===== config.mk =====
export PLATFORM = sky130hd
export DESIGN_NAME = multi_alarm_clock
export DESIGN_NICKNAME = d
export VERILOG_FILES = /design/src/rtl/multi_alarm_clock.sv
export SDC_FILE = /design/constraint.sdc
export NUM_CORES = 1
export LEC_CHECK = 0
export ABC_CLOCK_PERIOD_IN_PS = 4700
export CAP_MARGIN = 20
export CORE_MARGIN = 2
export CORE_UTILIZATION = 61
export CTS_BUF_LIST = sky130_fd_sc_hd__clkbuf_2
export CTS_CLUSTER_SIZE = 8
export DETAILED_ROUTE_END_ITERATION = 10
export GPL_ROUTABILITY_DRIVEN = 0
export GPL_TIMING_DRIVEN = 0
export PLACE_DENSITY = 0.85
export SKIP_CTS_REPAIR_TIMING = 1
export SYNTH_ARGS = -nofsm -noshare
export SYNTH_HDL_FRONTEND = slang
export SYNTH_SLANG_ARGS = --single-unit

===== constraint.sdc =====
create_clock -name clk -period 4.7 [get_ports clk]
set_input_delay 0.94 -clock clk [delete_from_list [all_inputs] [get_ports clk]]
set_output_delay 0.94 -clock clk [all_outputs]
set_load 0.02 [all_outputs]

===== src/rtl/multi_alarm_clock.sv =====
// 24-hour timekeeping core with NUM_ALARMS programmable alarm channels and a
// ringing/snooze state machine; everything advances on the one-second tick.
module multi_alarm_clock #(
    parameter int CLK_FREQ_HZ = 50_000_000,
    parameter int NUM_ALARMS  = 4,
    parameter int RING_SEC    = 60,
    parameter int SNOOZE_SEC  = 300,
    localparam int IW = (NUM_ALARMS > 1) ? $clog2(NUM_ALARMS) : 1
) (
    input  logic          clk,
    input  logic          reset_n,
    input  logic          set_time,
    input  logic [5:0]    time_hh,
    input  logic [5:0]    time_mm,
    input  logic [5:0]    time_ss,
    input  logic          alarm_wr,
    input  logic [IW-1:0] alarm_idx,
    input  logic [5:0]    alarm_hh,
    input  logic [5:0]    alarm_mm,
    input  logic [5:0]    alarm_ss,
    input  logic          alarm_en,
    input  logic          snooze,
    input  logic          dismiss,
    output logic [5:0]    current_hh,
    output logic [5:0]    current_mm,
    output logic [5:0]    current_ss,
    output logic          tick,
    output logic          alarm,
    output logic [IW-1:0] alarm_id,
    output logic          snoozed
);
    localparam int CW = $clog2(CLK_FREQ_HZ);
    localparam logic [CW-1:0] PRE_MAX   = CW'(CLK_FREQ_HZ - 1);
    localparam logic [7:0]    RING_LOAD = 8'(RING_SEC);
    localparam logic [15:0]   SNZ_LOAD  = 16'(SNOOZE_SEC);
    localparam logic [IW:0]   NUM_LIM   = (IW + 1)'(NUM_ALARMS);

    typedef enum logic [1:0] {IDLE, RINGING, SNOOZED} state_t;

    logic [CW-1:0] pre_cnt_reg;
    logic [5:0]    hh_reg, mm_reg, ss_reg;
    logic [5:0]    adv_hh, adv_mm, adv_ss;
    logic          load_ok, wr_ok, sec_tick, match;
    logic [NUM_ALARMS-1:0] hit;
    logic [IW-1:0] win_idx;

    logic [5:0]    al_hh_reg [NUM_ALARMS];
    logic [5:0]    al_mm_reg [NUM_ALARMS];
    logic [5:0]    al_ss_reg [NUM_ALARMS];
    logic [NUM_ALARMS-1:0] al_en_reg;

    state_t        state_reg, state_next;
    logic [7:0]    ring_cnt_reg, ring_cnt_next;
    logic [15:0]   snz_cnt_reg, snz_cnt_next;
    logic [IW-1:0] alarm_id_reg, alarm_id_next;
    logic          alarm_reg, snoozed_reg;

    assign tick     = (pre_cnt_reg == PRE_MAX);
    assign load_ok  = set_time && (time_hh <= 6'd23) && (time_mm <= 6'd59) && (time_ss <= 6'd59);
    assign wr_ok    = alarm_wr && ({1'b0, alarm_idx} < NUM_LIM) &&
                      (alarm_hh <= 6'd23) && (alarm_mm <= 6'd59) && (alarm_ss <= 6'd59);
    // A valid load swallows a coincident tick, so nothing downstream sees it.
    assign sec_tick = tick && !load_ok;

    always_comb begin
        adv_hh = hh_reg;
        adv_mm = mm_reg;
        adv_ss = ss_reg + 6'd1;
        if (ss_reg == 6'd59) begin
            adv_ss = 6'd0;
            adv_mm = mm_reg + 6'd1;
            if (mm_reg == 6'd59) begin
                adv_mm = 6'd0;
                adv_hh = (hh_reg == 6'd23) ? 6'd0 : hh_reg + 6'd1;
            end
        end
    end

    always_ff @(posedge clk) begin
        if (!reset_n) begin
            pre_cnt_reg <= '0;
            hh_reg      <= '0;
            mm_reg      <= '0;
            ss_reg      <= '0;
        end else if (load_ok) begin
            pre_cnt_reg <= '0;
            hh_reg      <= time_hh;
            mm_reg      <= time_mm;
            ss_reg      <= time_ss;
        end else if (tick) begin
            pre_cnt_reg <= '0;
            hh_reg      <= adv_hh;
            mm_reg      <= adv_mm;
            ss_reg      <= adv_ss;
        end else begin
            pre_cnt_reg <= pre_cnt_reg + 1'b1;
        end
    end

    // Channels are compared in parallel against the time about to be shown.
    generate
        for (genvar gi = 0; gi < NUM_ALARMS; gi++) begin : g_chan
            always_ff @(posedge clk) begin
                if (!reset_n) begin
                    al_hh_reg[gi] <= '0;
                    al_mm_reg[gi] <= '0;
                    al_ss_reg[gi] <= '0;
                    al_en_reg[gi] <= 1'b0;
                end else if (wr_ok && (alarm_idx == IW'(gi))) begin
                    al_hh_reg[gi] <= alarm_hh;
                    al_mm_reg[gi] <= alarm_mm;
                    al_ss_reg[gi] <= alarm_ss;
                    al_en_reg[gi] <= alarm_en;
                end
            end
            assign hit[gi] = al_en_reg[gi] && (al_hh_reg[gi] == adv_hh) &&
                             (al_mm_reg[gi] == adv_mm) && (al_ss_reg[gi] == adv_ss);
        end
    endgenerate

    always_comb begin
        win_idx = '0;
        for (int i = NUM_ALARMS - 1; i >= 0; i--) begin
            if (hit[i]) win_idx = IW'(i);
        end
    end

    assign match = sec_tick && (|hit);

    always_comb begin
        state_next    = state_reg;
        ring_cnt_next = ring_cnt_reg;
        snz_cnt_next  = snz_cnt_reg;
        alarm_id_next = alarm_id_reg;
        if (match) begin
            state_next    = RINGING;
            ring_cnt_next = RING_LOAD;
            alarm_id_next = win_idx;
        end else begin
            case (state_reg)
                RINGING: begin
                    if (dismiss) begin
                        state_next = IDLE;
                    end else if (snooze) begin
                        state_next   = SNOOZED;
                        snz_cnt_next = SNZ_LOAD;
                    end else if (sec_tick) begin
                        ring_cnt_next = ring_cnt_reg - 8'd1;
                        if (ring_cnt_reg == 8'd1) state_next = IDLE;
                    end
                end
                SNOOZED: begin
                    if (dismiss) begin
                        state_next = IDLE;
                    end else if (sec_tick) begin
                        snz_cnt_next = snz_cnt_reg - 16'd1;
                        if (snz_cnt_reg == 16'd1) begin
                            state_next    = RINGING;
                            ring_cnt_next = RING_LOAD;
                        end
                    end
                end
                default: ;
            endcase
        end
    end

    always_ff @(posedge clk) begin
        if (!reset_n) begin
            state_reg    <= IDLE;
            ring_cnt_reg <= '0;
            snz_cnt_reg  <= '0;
            alarm_id_reg <= '0;
            alarm_reg    <= 1'b0;
            snoozed_reg  <= 1'b0;
        end else begin
            state_reg    <= state_next;
            ring_cnt_reg <= ring_cnt_next;
            snz_cnt_reg  <= snz_cnt_next;
            alarm_id_reg <= alarm_id_next;
            alarm_reg    <= (state_next == RINGING);
            snoozed_reg  <= (state_next == SNOOZED);
        end
    end

    assign current_hh = hh_reg;
    assign current_mm = mm_reg;
    assign current_ss = ss_reg;
    assign alarm      = alarm_reg;
    assign alarm_id   = alarm_id_reg;
    assign snoozed    = snoozed_reg;
endmodule


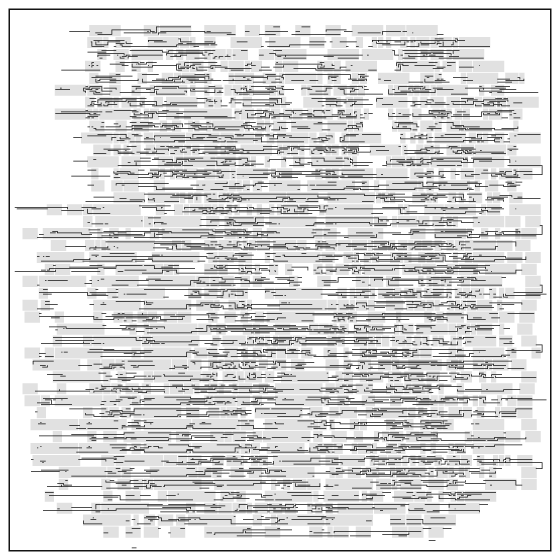
*Signal wires on met1*
- wire length on this layer: 9850 µm
- main direction: horizontal
- share of all routed wire: 43%
- nets with wire on the layer: 1004
- longest straight run: 39.1 µm
met1 layer usage reported by global route: 42.88%
total number of vias: 7560
total wire length: 22.89 mm

==> results.ini <==
[cts]
cts_root_buffer = sky130_fd_sc_hd__clkbuf_2
clock_tree.buffer_depth = 2
clock.latency.late_pin_ns = 0.79
number_of_buffers_created_by_cts = 17

[final_layout]
layout.area.seq_um2 = 3724
layout.cells.most_common_list = sky130_fd_sc_hd__nor2_1 (92), sky130_fd_sc_hd__dfxtp_1 (78), sky130_fd_sc_hd__edfxtp_1 (72)
final.clkbuf_count = 17
comb_share_pct = 46.72
final_net_count = 1073
post_route_cells_drive_above_1_share_pct = 7.274
clk_share_pct = 2.341
layout.area.comb_um2 = 4594
fin_util_pct = 70.84
fill_cell_count = 1090
antennaDiodeCount = 1
sequential_cell_count = 150
number_of_flip_flops_under_the_largest_register_name = 26
nNonClkBuffers = 119
largestClassByArea = multi-input combinational cells
non_clock_inverters = 33
buffer_area_share_pct = 9.492
area_added_between_synthesis_and_finish_pct = 13.82

[yosys]
yosysUniqueCellTypes = 92
ys_dominant_reg_cell = sky130_fd_sc_hd__dfxtp_1
synthArstFlopShare_pct = 0
top_cells_by_area = sky130_fd_sc_hd__edfxtp_1 (25%), sky130_fd_sc_hd__dfxtp_1 (18%), sky130_fd_sc_hd__xnor2_1 (4.7%)
xor_area_share_pct = 10.44
ys_top_logic_family = simple AND/OR/NAND/NOR gates
synthAoiAreaFrac_pct = 13.86
post_synth_mux_area_share_pct = 1.217
synth-edff-count = 72
yosys_warnings = 0
simple_gate_area_share_pct = 26.00
synth-area-yosys_um2 = 8640
synth_area_um2 = 8640

[worst_setup_path]
arrival_time_at_the_worst_endpoint_ns = 5.16
worst_path_dominant_cell_family = simple AND/OR/NAND/NOR gates
worst-path-stages = 13
critPathBufInv = 2
worst_r2r_endpoint = snz_cnt_reg[6]
critPathLaunch = current_ss[0]
crit_path_max_fanout = 9
crit_path_max_incr_delay_ns = 0.68
worst-r2r-cell-count = 13
worst_setup_path_endpoint = snz_cnt_reg[6]
reg2reg_setup_slack_ns = 0.22
critPathKind = reg -> reg
timing.critical_path.from_type = flop
critical-path-top-cell-by-count = sky130_fd_sc_hd__nor4_1
timing.rr.start = current_ss[0]
endpoint_kind = flop

[global_routing]
largest_net_degree_at_the_start_of_global_routing = 19
global_route_wire_length_before_repair_mm = 35.65
grt.total_usage_pct = 30.97
via_count_of_the_first_global_routing_pass = 6880

[die]
die_h_um = 123.0
floorplan.io_pins = 68
die_w_um = 123.0
core_region_area_um2 = 13880
tap-cell-count = 180

[final_timing]
grt_setup_unrepaired = no
relSlewSlack_pct = 33.43
finalWorstPathRequiredPeriod_ns = 4.485
worstMarginPinSlew_ns = 0.9904
min_period_over_period_pct = 95.42
postLayoutSetupSlackWorst_ns = 0.2151
final-hold-violation-count = 0
max_clk_rate_mhz = 223.0
setup-violations-final = 0

[min_path]
hold_end = al_en_reg[2]
holdCritPathClass = reg -> reg
hold_path_startpoint = al_en_reg[2]

[placed_design]
dp_worst_setup_slack_ns = 0.2163
dp.cells = 1175
detailed_place_hpwl_mm = 16.69

[outcome]
outcome = finished, final reports clean

[drt]
ant_nets_after_route = 0
met3_length_mm = 2.136
routed_length_on_met2_mm = 10.37
route.detailed.vias_per_inst = 6.238
drt_iter0_markers = 998
wl_met1_mm = 9.854
route.detailed.wl_per_inst_um = 18.88

[pwr]
report.power.total_uw = 2525
powerDensity_nw_per_um2 = 256.7

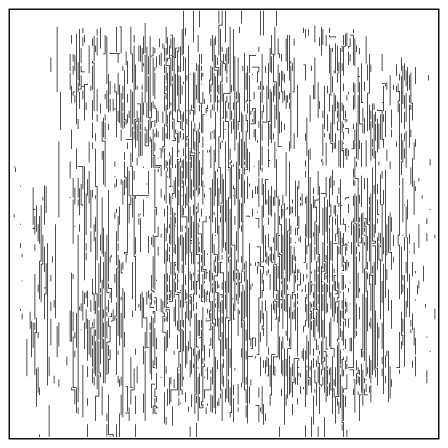
*M2 wires*
- main direction: vertical
- longest straight run: 47.9 µm
- wire length on this layer: 10400 µm
met2 demand-to-capacity share in global routing: 48.00%

==> power breakdown <==
group / internal (µW) / switching, µW
Combinational: 138 / 183
Clock: 208 / 533
Sequential: 1420 / 38.9
Total: 1770 / 755
==> metal layers <==
metal  up-vias  global-route usage (%)
met1      3542                   42.88
met5         -                       0
met3        57                   6.642
met4         0                   11.43
li1       3556                       -
met2       405                   48.00
==> through the flow <==
stage	hold slack [ns]	instance area, µm²	setup TNS [ns]
after detailed placement	0.4542	9573	0
after CTS	0.4790	9803	0
final	0.4865	9833	0
after global routing	0.5094	9833	0
after floorplan	0.4302	8651	0
after global placement	0.4460	9547	-5.754
Power and IR drop assume default switching activity.
